Design mem_arbiter_flat, sky130hd; sources not shown.
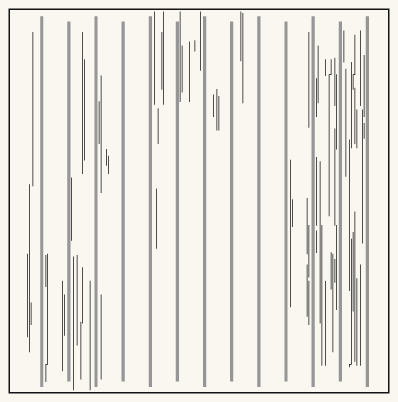
**Above:** run 1 (the metal 4 layer).
Scale: 2 px per um. Supply wires on this layer in grey.
- nets with wire on the layer: 69
- wire length on this layer: 2810 um
- main direction: vertical
- share of all routed wire: 5.2%
drt total wl: 53.9 mm
Via Count: 12.4k

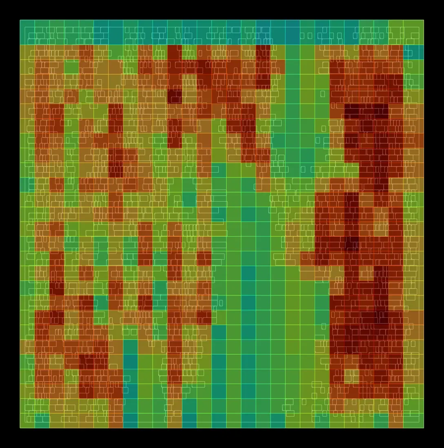
**Above:** run 1 (routing congestion map).
met2 GRT Util: 49.4%
grt met3 use: 5.87%

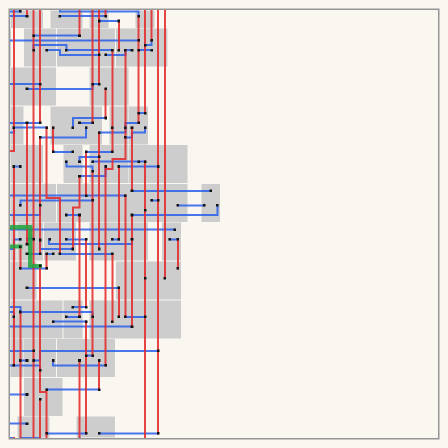
**Above:** run 1 (a small window of the routed layout).
Window x 80 to 110, y 42 to 72 um. Cells in grey, sequential cells in the stronger grey; small squares are vias.
- blue: met1
- green: met3
- red: met2
- sequential cells in the window: 0
- cells with their middle in the window: 28
- most frequent: buf_4 (5), nand2_4 (4), nand2_1 (4)

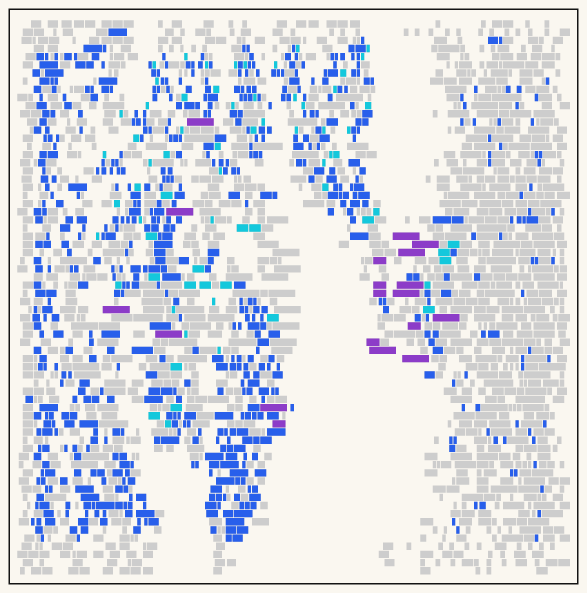
**Above:** run 1 (gate-type map).
Scale: 3 px per um.
- blue: NAND gates (cells 639; most used nand2_1; where spread over the die)
- purple: adder and majority cells (cells 19; most used ha_4)
- cyan: NOR gates (cells 68; most used nor2_1)
most numerous logic cell after layout: nand2_1
Comb area share: 43.1%
final cell count without fillers: 2506

==> run summary, run 1 <==
initial antenna violation count -> 3
Logic pwr share -> 97.4%
cell internal pwr -> 15.4 mW
Vias/cell -> 4.97
Post-Syn Instances -> 1282
NetSw -> 16.1 mW
Clock Path Buffers -> 2
aoi/oai-family share of the synthesized area -> 20.5%
Final Critical Period -> 2.84 ns
outcome -> finished, violations left
most frequent CP cell -> nand2_1
Core ar. -> 34100 um2
pre-CTS worst setup slack -> -1.10 ns
most instantiated library cell after synthesis -> nand2_1
Arr. time, crit path -> 2.62 ns
crit end category -> output port
CP max-delay cell -> dfrtp_2
Crit path max-delay family -> simple AND/OR/NAND/NOR gates
clock sink count -> 10
top power group -> combinational cells
top cells by area -> nand2_1 (22%), nand3_1 (14%), inv_1 (13%)
Final WS setup -> -0.641 ns
number of top-level pins -> 483
failing checks -> negative setup slack
gr usage total -> 25.9%
Synth logic family -> simple AND/OR/NAND/NOR gates
largest net degree at the start of global routing -> 40
Logic area -> 7680 um2
yosys cell count -> 1282
Ys Warns -> 0
comb pwr -> 30.7 mW
per-cell routed wire length -> 21.5 um
top cells by count -> nand2_1 (377), inv_1 (222), nand3_1 (173), o22ai_1 (124), nand3b_1 (67)
Clk power -> 355 uW
Sum Neg Setup Slack -> -59.95 ns
H-Tree Depth -> 1
Sw Ratio -> 51.0%
grt total ovfl -> 0
Avg Inst Size Synth -> 4.96 um2
fraction of layout cells with a size suffix above 1 -> 50.9%
post-synthesis mux area share -> 0%
Std-Cell Rows -> 68
Yosys top cell by area -> nand2_1
final setup fails -> 208
## run 1: routing by layer
layer  GRT usage, %  share of wire, %  up-vias
li1               -                 -     5740
met2           49.4                52      624
met1           26.6                34     5924
met3           5.87               7.9      155
met4           12.1               5.2        0
met5              0                 0        -
## run 1: metrics by stage
| stage | std cells | cell area [um2] |
|---|---|---|
| finish | 2506 | 17800 |
| global route | 2504 | 17800 |
| CTS | 2427 | 15600 |
| detailed placement | 2289 | 12900 |
| global placement | 2289 | 12900 |
| floorplan | 1282 | 6460 |
## run 1: placed cells by master, fill, tap and decap left out, types with 13 or more instances in the layout
| master | synthesis | routed |
|---|---|---|
| nand2_1 | 377 | 272 |
| nand3b_1 | 67 | 67 |
| o22ai_2 | 0 | 64 |
| inv_2 | 6 | 22 |
| clkdlybuf4s50_1 | 0 | 262 |
| nor2_2 | 0 | 16 |
| o22ai_4 | 0 | 55 |
| nand3_4 | 0 | 27 |
| nand3_1 | 173 | 92 |
| clkbuf_16 | 0 | 18 |
| o21ai_1 | 5 | 14 |
| nand3_2 | 2 | 56 |
| buf_2 | 29 | 172 |
| buf_6 | 8 | 149 |
| buf_12 | 0 | 44 |
| inv_1 | 222 | 201 |
| nand2_4 | 0 | 36 |
| ha_4 | 0 | 13 |
| nand2_2 | 10 | 77 |
| nor2_1 | 64 | 34 |
| a21oi_2 | 0 | 39 |
| nor2_4 | 4 | 18 |
| buf_8 | 0 | 18 |
| buf_4 | 5 | 156 |
## run 1: area by class of cell
cell class,count,area share (%)
Clock buffer,4,0.499
Timing Repair Buffer,849,46.6
Sequential cell,10,1.43
Inverter,231,5.12
Multi-Input combinational cell,953,43.1
Antenna cell,4,0.0562
Tap cell,455,3.20
==> run 2, diff against run 1 <==
- HOLD_SLACK_MARGIN: not set -> 0.06
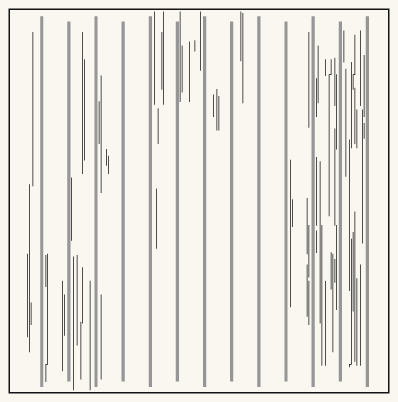
**Above:** run 2 (the metal 4 layer).
Scale: 2 px per um. Supply wires on this layer in grey.
- main direction: vertical
- share of all routed wire: 5.2%
- nets with wire on the layer: 69

==> run summary, run 2 <==
grt total ovfl -> 0 (unchanged)
number of top-level pins -> 483 (unchanged)
most numerous logic cell after layout -> nand2_1 (unchanged)
Sum Neg Setup Slack -> -59.95 ns (unchanged)
most instantiated library cell after synthesis -> nand2_1 (unchanged)
Std-Cell Rows -> 68 (unchanged)
Ys Warns -> 0 (unchanged)
gr usage total -> 25.9% (unchanged)
Clock Path Buffers -> 2 (unchanged)
Final Critical Period -> 2.84 ns (unchanged)
top cells by count -> nand2_1 (377), inv_1 (222), nand3_1 (173), o22ai_1 (124), nand3b_1 (67) (unchanged)
Core ar. -> 34100 um2 (unchanged)
Avg Inst Size Synth -> 4.96 um2 (unchanged)
crit path DRT -> 1.98 ns (about the same)
finished layout cell area -> 17800 um2 (unchanged)
distinct lib cells -> 30 (unchanged)
most frequent CP cell -> nand2_1 (unchanged)
largest net degree at the start of global routing -> 40 (unchanged)
CTS Root Cell -> clkbuf_16 (unchanged)
Post-Syn Instances -> 1282 (unchanged)
most common logic cells in the final layout -> nand2_1 (272), clkdlybuf4s50_1 (262), inv_1 (201) (unchanged)
CP max-delay cell -> dfrtp_2 (unchanged)
Crit path max-delay family -> simple AND/OR/NAND/NOR gates (unchanged)
pre-CTS worst setup slack -> -1.10 ns (unchanged)
area delta synth->final -> 180% (unchanged)
Crit. path cell count -> 17 (unchanged)
fraction of layout cells with a size suffix above 1 -> 50.9% (unchanged)
final setup fails -> 208 (unchanged)
crit end category -> output port (unchanged)
yosys cell count -> 1282 (unchanged)
VDD IR max -> 1.13 mV (unchanged)
Vias/cell -> 4.97 (unchanged)
Via Count -> 12.4k (unchanged)
failing checks -> negative setup slack (unchanged)
Final WS setup -> -0.641 ns (unchanged)
H-Tree Depth -> 1 (unchanged)
P per Cell Area -> 1770 nW/um2 (unchanged)
top cells by area -> nand2_1 (22%), nand3_1 (14%), inv_1 (13%) (unchanged)
clock sink count -> 10 (unchanged)
drt total wl -> 53.9 mm (unchanged)
Worst Reg-to-Reg Cells -> 14 (unchanged)
per-cell routed wire length -> 21.5 um (unchanged)
outcome -> finished, violations left (unchanged)
initial antenna violation count -> 3 (unchanged)
Yosys top cell by area -> nand2_1 (unchanged)
## run 2: cells by family (layout without fill, tap and decap cells)
group           after synthesis  in the layout  share of synthesized area (%)
simple gates                710            710                           50.8
buf+inv                     319           1084                           20.7
compound gates              223            223                           20.5
fa+ha+maj                    19             19                           3.74
flops                        10             10                           3.93
xor+xnor                      1              1                          0.256
other cells                   0              4                              0
## run 2: repair_timing
action	in CTS	in global routing
pin swaps	104	123
hold buffers	0	0
gates resized	1219	468
buffers inserted	121	91
endpoints found under the setup margin	216	216
gates cloned	18	16
## run 2: layout make-up
type / instances / area, um2
inverter: 231 / 912
sequential: 10 / 254
timing repair buffer: 849 / 8290
antenna: 4 / 10.0
tap: 455 / 569
clock buffer: 4 / 88.8
fill: 3216 / 16300
multi-input combinational: 953 / 7680
## run 2: worst min-delay path: cells and delay by family
| family | cells | cell delay, ns |
|---|---|---|
| buf+inv | 3 | 0.88 |
## run 2: per-layer routing
| layer | track usage (%) | share of wire (%) | vias to the layer above |
|---|---|---|---|
| li1 | - | - | 5740 |
| met1 | 26.6 | 34 | 5924 |
| met4 | 12.1 | 5.2 | 0 |
| met3 | 5.87 | 7.9 | 155 |
| met5 | 0 | 0 | - |
| met2 | 49.4 | 52 | 624 |
## run 2: report_power, final
| group | switching (mW) | leakage [nW] | internal, mW | total, mW |
|---|---|---|---|---|
| Sequential | 0.163 | 0.117 | 0.291 | 0.454 |
| Combinational | 15.8 | 8.37 | 14.9 | 30.7 |
| Clock | 0.0822 | 0.0442 | 0.273 | 0.355 |
## run 2: through the flow
stage	hold slack, ns	power, mW	std cells	util (%)
floorplan	0.0740	9.95	1282	-
global placement	0.687	19.8	2289	37.7
detailed placement	0.687	19.7	2289	37.7
CTS	0.478	26.2	2427	45.7
global route	0.564	33.4	2504	52.2
finish	0.521	31.5	2506	52.2
No activity file was given, so power comes from the tool's default toggle rates.
